**src/rtl/amba_axi_pkg.sv**
```systemverilog
// Shared AXI encodings used by the configuration-space bus masters.
package amba_axi_pkg;

  typedef logic [1:0] axi_resp_t;
  typedef logic [1:0] axi_burst_t;

  localparam axi_resp_t  AXI_OKAY    = 2'b00;
  localparam axi_resp_t  AXI_EXOKAY  = 2'b01;
  localparam axi_resp_t  AXI_SLVERR  = 2'b10;
  localparam axi_resp_t  AXI_DECERR  = 2'b11;

  localparam axi_burst_t BURST_FIXED = 2'b00;
  localparam axi_burst_t BURST_INCR  = 2'b01;
  localparam axi_burst_t BURST_WRAP  = 2'b10;

  // Responses are ordered by severity, so the worst one is the larger code.
  function automatic axi_resp_t resp_worst(input axi_resp_t a, input axi_resp_t b);
    return (a > b) ? a : b;
  endfunction

endpackage

```
**src/rtl/cfg_axi_initiator.sv**
```systemverilog
// Single-burst AXI master: turns one command into one INCR burst (write or read)
// and reports a one-cycle completion pulse with the aggregated response.
module cfg_axi_initiator
  import amba_axi_pkg::*;
#(
  parameter int unsigned AXI_DATA_WIDTH = 64,
  parameter logic [3:0]  AXI_ID         = 4'd0
) (
  input  logic                        clk_i,
  input  logic                        rst_i,

  input  logic                        req_valid_i,
  output logic                        req_ready_o,
  input  logic                        req_write_i,
  input  logic [31:0]                 req_addr_i,
  input  logic [7:0]                  req_len_i,

  input  logic                        wr_valid_i,
  output logic                        wr_ready_o,
  input  logic [AXI_DATA_WIDTH-1:0]   wr_data_i,
  input  logic [AXI_DATA_WIDTH/8-1:0] wr_strb_i,

  output logic                        rd_valid_o,
  input  logic                        rd_ready_i,
  output logic [AXI_DATA_WIDTH-1:0]   rd_data_o,
  output logic                        rd_last_o,

  output logic                        done_o,
  output axi_resp_t                   done_resp_o,

  output logic                        axi_awvalid_o,
  input  logic                        axi_awready_i,
  output logic [31:0]                 axi_awaddr_o,
  output logic [3:0]                  axi_awid_o,
  output logic [7:0]                  axi_awlen_o,
  output logic [2:0]                  axi_awsize_o,
  output logic [1:0]                  axi_awburst_o,

  output logic                        axi_wvalid_o,
  input  logic                        axi_wready_i,
  output logic [AXI_DATA_WIDTH-1:0]   axi_wdata_o,
  output logic [AXI_DATA_WIDTH/8-1:0] axi_wstrb_o,
  output logic                        axi_wlast_o,

  input  logic                        axi_bvalid_i,
  output logic                        axi_bready_o,
  input  logic [1:0]                  axi_bresp_i,
  input  logic [3:0]                  axi_bid_i,

  output logic                        axi_arvalid_o,
  input  logic                        axi_arready_i,
  output logic [31:0]                 axi_araddr_o,
  output logic [3:0]                  axi_arid_o,
  output logic [7:0]                  axi_arlen_o,
  output logic [2:0]                  axi_arsize_o,
  output logic [1:0]                  axi_arburst_o,

  input  logic                        axi_rvalid_i,
  output logic                        axi_rready_o,
  input  logic [AXI_DATA_WIDTH-1:0]   axi_rdata_i,
  input  logic [1:0]                  axi_rresp_i,
  input  logic [3:0]                  axi_rid_i,
  input  logic                        axi_rlast_i
);

  localparam int unsigned BYTES    = AXI_DATA_WIDTH / 8;
  localparam int unsigned OFFS_W   = $clog2(BYTES);
  localparam logic [2:0]  AXI_SIZE = 3'(OFFS_W);

  typedef enum logic [2:0] {
    S_IDLE  = 3'd0,
    S_WADDR = 3'd1,
    S_WDATA = 3'd2,
    S_WRESP = 3'd3,
    S_RADDR = 3'd4,
    S_RDATA = 3'd5,
    S_DONE  = 3'd6
  } state_t;

  state_t      state_q;
  logic [31:0] addr_q;
  logic [7:0]  len_q;
  logic        write_q;
  logic [7:0]  beat_q;
  axi_resp_t   resp_q;
  logic        err_q;

  logic [13:0] span_end;
  logic        addr_bad;
  logic        last_beat;
  logic        w_hs;
  logic        r_hs;

  // A burst must be beat-aligned and stay inside its 4 KiB page.
  assign span_end  = {2'b00, req_addr_i[11:0]} + (({6'd0, req_len_i} + 14'd1) * 14'(BYTES));
  assign addr_bad  = (req_addr_i[OFFS_W-1:0] != '0) || (span_end > 14'd4096);

  assign last_beat = (beat_q == len_q);
  assign w_hs      = axi_wvalid_o & axi_wready_i;
  assign r_hs      = axi_rvalid_i & axi_rready_o;

  always_ff @(posedge clk_i or posedge rst_i) begin
    if (rst_i) begin
      state_q <= S_IDLE;
      addr_q  <= '0;
      len_q   <= '0;
      write_q <= 1'b0;
      beat_q  <= '0;
      resp_q  <= AXI_OKAY;
      err_q   <= 1'b0;
    end else begin
      case (state_q)
        S_IDLE: begin
          if (req_valid_i) begin
            addr_q  <= req_addr_i;
            len_q   <= req_len_i;
            write_q <= req_write_i;
            beat_q  <= '0;
            resp_q  <= AXI_OKAY;
            err_q   <= addr_bad;
            if (addr_bad)         state_q <= S_DONE;
            else if (req_write_i) state_q <= S_WADDR;
            else                  state_q <= S_RADDR;
          end
        end
        S_WADDR: if (axi_awready_i) state_q <= S_WDATA;
        S_WDATA: begin
          if (w_hs) begin
            beat_q <= beat_q + 8'd1;
            if (last_beat) state_q <= S_WRESP;
          end
        end
        S_WRESP: begin
          if (axi_bvalid_i) begin
            resp_q <= axi_bresp_i;
            if (axi_bid_i != AXI_ID) err_q <= 1'b1;
            state_q <= S_DONE;
          end
        end
        S_RADDR: if (axi_arready_i) state_q <= S_RDATA;
        S_RDATA: begin
          if (r_hs) begin
            beat_q <= beat_q + 8'd1;
            resp_q <= resp_worst(resp_q, axi_rresp_i);
            // An early/late RLAST or a foreign ID is a protocol error, reported as SLVERR.
            if ((axi_rid_i != AXI_ID) || (axi_rlast_i && !last_beat)) err_q <= 1'b1;
            if (axi_rlast_i) state_q <= S_DONE;
          end
        end
        S_DONE:  state_q <= S_IDLE;
        default: state_q <= S_IDLE;
      endcase
    end
  end

  assign req_ready_o   = (state_q == S_IDLE);
  assign done_o        = (state_q == S_DONE);
  assign done_resp_o   = err_q ? AXI_SLVERR : resp_q;

  assign axi_awvalid_o = (state_q == S_WADDR) & write_q;
  assign axi_awaddr_o  = addr_q;
  assign axi_awid_o    = AXI_ID;
  assign axi_awlen_o   = len_q;
  assign axi_awsize_o  = AXI_SIZE;
  assign axi_awburst_o = BURST_INCR;

  assign axi_wvalid_o  = (state_q == S_WDATA) & wr_valid_i;
  assign wr_ready_o    = (state_q == S_WDATA) & axi_wready_i;
  assign axi_wdata_o   = wr_data_i;
  assign axi_wstrb_o   = wr_strb_i;
  assign axi_wlast_o   = last_beat;

  assign axi_bready_o  = (state_q == S_WRESP);

  assign axi_arvalid_o = (state_q == S_RADDR) & ~write_q;
  assign axi_araddr_o  = addr_q;
  assign axi_arid_o    = AXI_ID;
  assign axi_arlen_o   = len_q;
  assign axi_arsize_o  = AXI_SIZE;
  assign axi_arburst_o = BURST_INCR;

  assign rd_valid_o    = (state_q == S_RDATA) & axi_rvalid_i;
  assign axi_rready_o  = (state_q == S_RDATA) & rd_ready_i;
  assign rd_data_o     = axi_rdata_i;
  assign rd_last_o     = axi_rlast_i;

endmodule
```
**config.mk**
```make
export PLATFORM = sky130hd
export DESIGN_NAME = cfg_axi_initiator
export DESIGN_NICKNAME = d
export VERILOG_FILES = /design/src/rtl/amba_axi_pkg.sv /design/src/rtl/cfg_axi_initiator.sv
export SDC_FILE = /design/constraint.sdc
export NUM_CORES = 1
export LEC_CHECK = 0
export CAP_MARGIN = 30
export CORE_AREA = 3 3 171 173
export DETAILED_ROUTE_END_ITERATION = 16
export DIE_AREA = 0 0 174 176
export PLACE_DENSITY = 0.55
export SLEW_MARGIN = 0
export SYNTH_ARGS = -nofsm -noshare
export SYNTH_HDL_FRONTEND = slang
export SYNTH_SLANG_ARGS = --single-unit
```
**constraint.sdc**
```tcl
create_clock -name clk_i -period 2.45 [get_ports clk_i]
set_clock_uncertainty 0.05 [all_clocks]
set_input_delay 0.49 -clock clk_i [delete_from_list [all_inputs] [get_ports clk_i]]
set_output_delay 0.49 -clock clk_i [all_outputs]
set_load 0.01 [all_outputs]
```
**Run 1: metal 2**

Scale: 3 px per um.
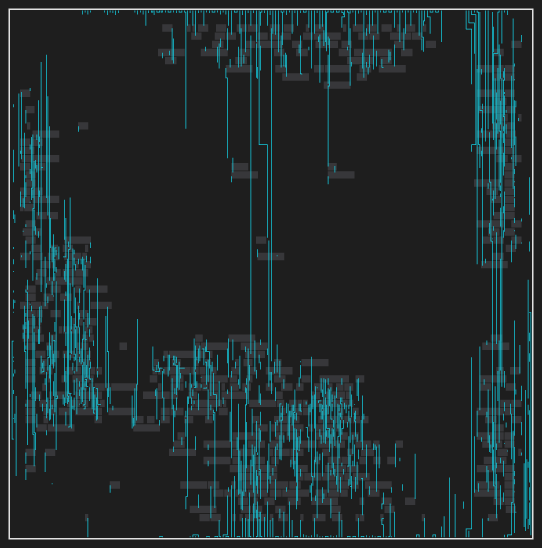
longest straight run: 111 um
wire length on this layer: 6,910 um

**Run 1: routed clock nets over the placement**

Scale: 3 px per um.
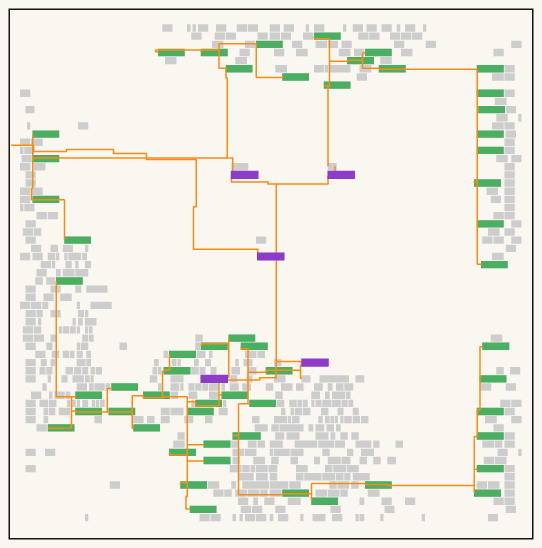
legend:
  green:
    item: flip-flops
    count: 55
  orange:
    item: clock wires
    length: 1,130 um
  purple:
    item: cells driving clock nets
    count: 5
routed clock nets: 6
flops lie: widely spread

**Run 1: port wiring**

Scale: 2 px per um.
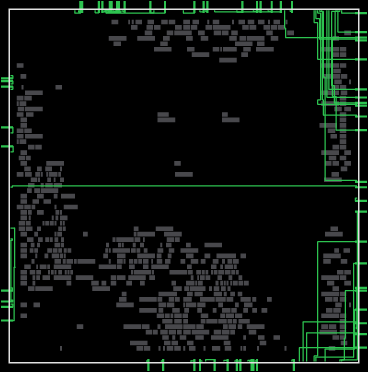
legend:
  green:
    port: `axi_wdata_o`
    bits: 64
    direction: output
    edge: 23 right, 20 top, 12 bottom, 9 left
    end_cells: 0
    buffers: 0
    wire: 1,570 um

**Run 1: clock routing**

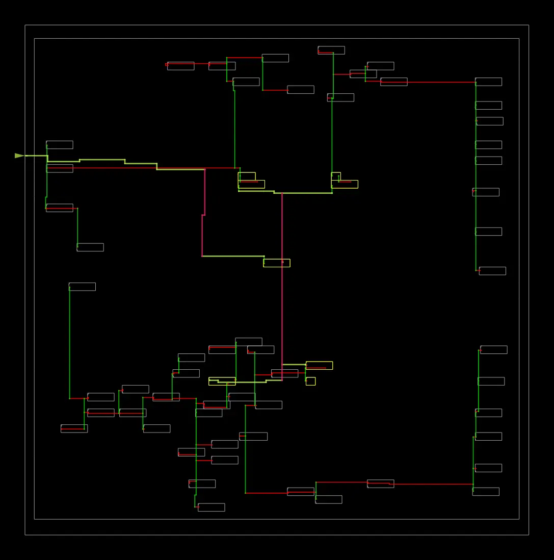
power in the clock group: 821 uW
total CTS buffers: 5

==> ci_impl_report.md, run 1 <==
### Metrics collected by this job

| Metric | Value |
|---|---|
| Site Rows | 61 |
| Vias in the first global route | 3,380 |
| Hold slack | 427 ps |
| Tcrit/Tclk final | 106% |
| Reg2Reg Depth | 7 |
| R2R setup slack | 300 ps |
| Commonest Layout Cell | clkdlybuf4s50_1 |
| Yosys stat area | 0.00460 mm2 |
| PwrDens | 974 mW/mm2 |
| Combinational Power | 3.34 mW |
| DR vias | 3,290 |
| RSZ-0062 raised after global routing | yes |
| Area leader share | 31.9% |
| Yosys xor share | 4.38% |
| Post-layout net count | 736 |
| First-pass GRT wire length | 20,800 um |
| FF-to-FF Start | state_q[2]$_DFFE_PP0P_ |
| Critical Path Stages | 15 |
| Tapcells | 378 |
| Flops | 55 |
| Largest register FFs | 32 |
| Mapped Avg Cell Area | 9.40 um2 |
| Routed wl met3 | 1520 um |
| Setup crit start kind | primary input |
| Fmax achieved | 385 MHz |
| Clock sinks | 55 |
| Setup Total Neg Slack | -540 ps |
| Cells after DPL | 885 |
| Hold Path Sink | axi_araddr_o[3]$_DFFE_PP0P_ |
| Clock share of power | 14.1% |
| Htree depth | 2 |
| Number of non-clock inverters | 12 |
| Pwr Total | 5.81 mW |
| Comb/total area | 31.2% |
| Global routing's busiest layer | met2 |
| Final core occ | 21.5% |
| Highest metal used | met4 |
| Logic area | 0.00186 mm2 |
| Multiplexer share | 11.2% |
| Worst hold path depth | 2 |
| Final setup viols | 7 |
| Overall die width | 174 um |
| Port Buffer Count | 156 |
| Net Switching | 2.08 mW |
| Comb gates | 233 |
| GRT Util Overall | 8.95% |
| Synth logic family | buffers and inverters |
| Wl on met1 | 5320 um |
| Initial DRT Pass Iterations | 4 |
| Most frequent cells in the layout | clkdlybuf4s50_1, dfrtp_1, buf_4 |
| ANT nets after route | 0 |
| Violated checks | negative setup slack |
| Clock slew at reported path FFs | 90 ps |
| Hold/Removal Path Class | primary input to flop |
| Dominant register cell | dfrtp_1 |
| Top power group | combinational cells |
| Clock Buffer Count | 5 |
| WP data required | 2660 ps |
| Met2 WL post-DR | 6910 um |
| Simple Share, Synth | 9.04% |
| Synth warnings | 0 |
| Post-CTS Resized | 38 |
| Crit-path most repeated cell | buf_4 |
| R2r endpoint | state_q[0]$_DFFE_PP0P_ |
| # DRC | 0 |
| Drt initial violations | 76 |
| Status | complete, but fails checks |
| Syn Std Cell Area | 0.00460 mm2 |
| Clk cell area share | 2.66% |
| Maxcap violations | 0 |
| Synth Instances | 489 |
| Late-Pin Clk Latency | 310 ps |
| CTS tree | done |
| Arr. time, crit path | 2800 ps |
| Dpl hpwl | 11,800 um |
| Worst hold start | req_addr_i[3] |
| Synth flops | 55 |
| Yosys Instances | 489 |
| Max clock buf depth | 2 |
| Ao+oa area frac | 7.51% |
| Count leader, synth | buf_4 |
| Final design area excluding fillers | 0.00596 mm2 |
| Routing usage on met2 | 15.1% |
| Logic pwr share | 57.6% |
| N_diodes | 0 |
| Flop share of the area | 23.1% |
| Pint | 3.73 mW |
| Crit path buffers/inverters | 5 |
| Hold buffer count at cts | 0 |
| Setup WS post-layout | -146 ps |
## Run 2: what changed since run 1
--- a/config.mk
+++ b/config.mk
@@ -6,9 +6,9 @@
 export NUM_CORES = 1
 export LEC_CHECK = 0
 export CAP_MARGIN = 30
-export CORE_AREA = 3 3 171 173
+export CORE_AREA = 3 3 173 175
 export DETAILED_ROUTE_END_ITERATION = 16
-export DIE_AREA = 0 0 174 176
+export DIE_AREA = 0 0 176 178
 export PLACE_DENSITY = 0.55
 export SLEW_MARGIN = 0
 export SYNTH_ARGS = -nofsm -noshare
**Run 2: port wiring**

Scale: 2 px per um.
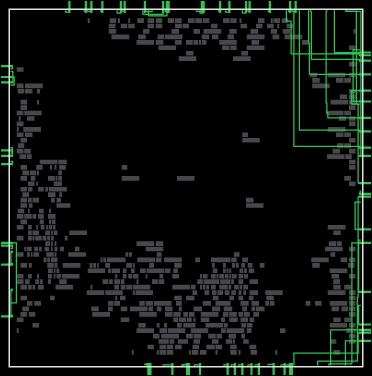
legend:
  green:
    port: `axi_wdata_o`
    bits: 64
    direction: output
    edge: 20 right, 19 top, 15 bottom, 10 left
    end_cells: 0
    buffers: 0
    wire: 1,250 um
# IOs: 447
Port Buffer Count: 156

**Run 2: cell classes on the final placement**

Scale: 2 px per um. Fill, decap, tap and diode cells in gray.
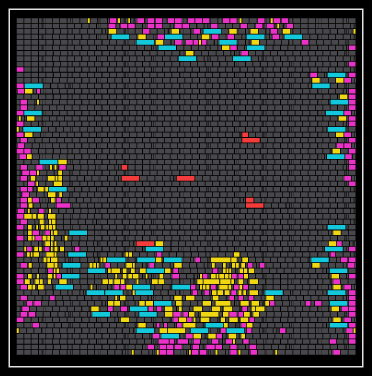
legend:
  red:
    class: clock drivers and dummy loads
    cells: 8
  cyan:
    class: flip-flops
    cells: 55
  magenta:
    class: other buffers and delay cells
    cells: 212
  yellow:
    class: all other logic
    cells: 245
final core occ: 20.6%
Core Area: 0.0286 mm2
flop share of the area: 23.4%
final design area excluding fillers: 0.00590 mm2
Site Rows: 62

==> run 2 against run 1 <==
Compared with the run above:
- total power fell by 1.1%
- synthesized cell count unchanged
- die size increased by 2.3%
- the flow still finishes with violations (negative setup slack)
- largest power group unchanged
- combinational power decreased by 2%
- fmax down 1.9%
- critical path type unchanged
- critical path depth down 6
- count of clock-buffer cells in the layout is the same
- cell count rose by 0.33%
- final area fell by 1.1%
- register-to-register slack better by 170 ps
- area after synthesis is the same
- sequential share of layout area is 0.25 points higher
==> ci_impl_report.md, run 2 <==
### Metrics collected by this job

| Metric | Value |
|---|---|
| Yosys stat area | 0.00460 mm2 (unchanged) |
| Pint | 3.68 mW (-1.2%) |
| Violated checks | negative setup slack |
| Syn Std Cell Area | 0.00460 mm2 (unchanged) |
| Area leader share | 31.9% (unchanged) |
| Flop area | 0.00138 mm2 |
| Comb gates | 233 (unchanged) |
| Highest metal used | met5 |
| Setup crit start kind | primary input |
| Dpl hpwl | 11,500 um (-2.0%) |
| Htree depth | 2 (unchanged) |
| Post-CTS Resized | 34 (-11%) |
| Multiplexer share | 11.2% (unchanged) |
| Seq. pwr | 1.66 mW |
| Synth flops | 55 (unchanged) |
| Hold Path Sink | axi_arlen_o[2]$_DFFE_PP0P_ |
| First-pass GRT wire length | 20,400 um (-1.7%) |
| Commonest Layout Cell | clkdlybuf4s50_1 |
| Comb/total area | 31.3% (+0.083 points) |
| WS Path Type | primary input to flop |
| DR vias | 3,317 (+0.82%) |
| Flops | 55 (unchanged) |
| Power in the clock group | 805 uW (-2%) |
| Crit path buffers/inverters | 2 (-3) |
| Total CTS buffers | 5 (unchanged) |
| Mapped Avg Cell Area | 9.40 um2 (unchanged) |
| ANT nets after route | 0 (unchanged) |
| Met2 WL post-DR | 6780 um (-1.9%) |
| Arr. time, crit path | 2850 ps (+50 ps) |
| Tcrit/Tclk final | 108% (+2.1 points) |
| Hold buffer count at cts | 0 (unchanged) |
| Largest register FFs | 32 (unchanged) |
| Vias in the first global route | 3,300 (-2.4%) |
| Final setup viols | 6 (-1) |
| FF-to-FF Start | axi_arlen_o[2]$_DFFE_PP0P_ |
| GRT Util Overall | 8.67% (-0.28 points) |
| R2R setup slack | 470 ps (+170 ps) |
| Initial DRT Pass Iterations | 4 (unchanged) |
| Worst hold path depth | 2 (unchanged) |
| Ratio of cells with drive above 1 in the final layout | 26.7% |
| Status | complete, but fails checks |
| Global routing's busiest layer | met2 |
| Pwr Total | 5.74 mW (-1.1%) |
| Dominant register cell | dfrtp_1 |
| Synth Instances | 489 (unchanged) |
| Maxcap violations | 0 (unchanged) |
| Clk cell area share | 2.61% (-0.056 points) |
| Total gr overflow | 0 |
| Fmax achieved | 378 MHz (-1.9%) |
| Wl on met1 | 5350 um (+0.43%) |
| Critical Path Stages | 9 (-6) |
| Top power group | combinational cells |
| Number of fill cells | 3,103 |
| Routing usage on met2 | 14.2% (-0.95 points) |
| Worst hold start | req_len_i[2] |
| Overall die width | 176 um (+1.1%) |
| Combinational Power | 3.27 mW (-2%) |
| Clock sinks | 55 (unchanged) |
| Post-layout net count | 733 (-0.41%) |
| Setup WS post-layout | -198 ps (-51.2 ps) |
| Net Switching | 2.06 mW (-0.81%) |
| Simple Share, Synth | 9.04% (unchanged) |
| Clock Buffer Count | 5 (unchanged) |
| Most frequent cells in the layout | clkdlybuf4s50_1, dfrtp_1, buf_4 |
| RSZ-0062 raised after global routing | yes |
| Routed wl met3 | 1270 um (-17%) |
| Synth warnings | 0 (unchanged) |
| R2r endpoint | err_q$_DFFE_PP0P_ |
| Reg2Reg Depth | 7 (unchanged) |
| N_diodes | 0 (unchanged) |
| Synth logic family | buffers and inverters |
| # DRC | 0 (unchanged) |
| WP data required | 2650 ps (about the same) |
| Ao+oa area frac | 7.51% (unchanged) |
| Late-Pin Clk Latency | 310 ps (about the same) |
| PwrDens | 974 mW/mm2 (about the same) |
| CTS tree | done |
| Clock share of power | 14.0% (about the same) |
| Max incr delay on CP | 510 ps |
| Cells after DPL | 889 (+0.45%) |
| Max clock buf depth | 2 (unchanged) |
| Hold slack | 453 ps (+25.1 ps) |
| Post-CTS Repair Setup Buffers | 3 |
| Tool warnings | 29 |
| Post-synth EDFFs | 0 |
| Setup Total Neg Slack | -758 ps (-218 ps) |
| Logic pwr share | 57.0% (-0.6 points) |
| Yosys Instances | 489 (unchanged) |
| Count leader, synth | buf_4 |
| Tapcells | 384 (+1.6%) |
| Synth async-reset ratio | 100% |
| Number of non-clock inverters | 12 (unchanged) |
Power and IR drop assume default switching activity.
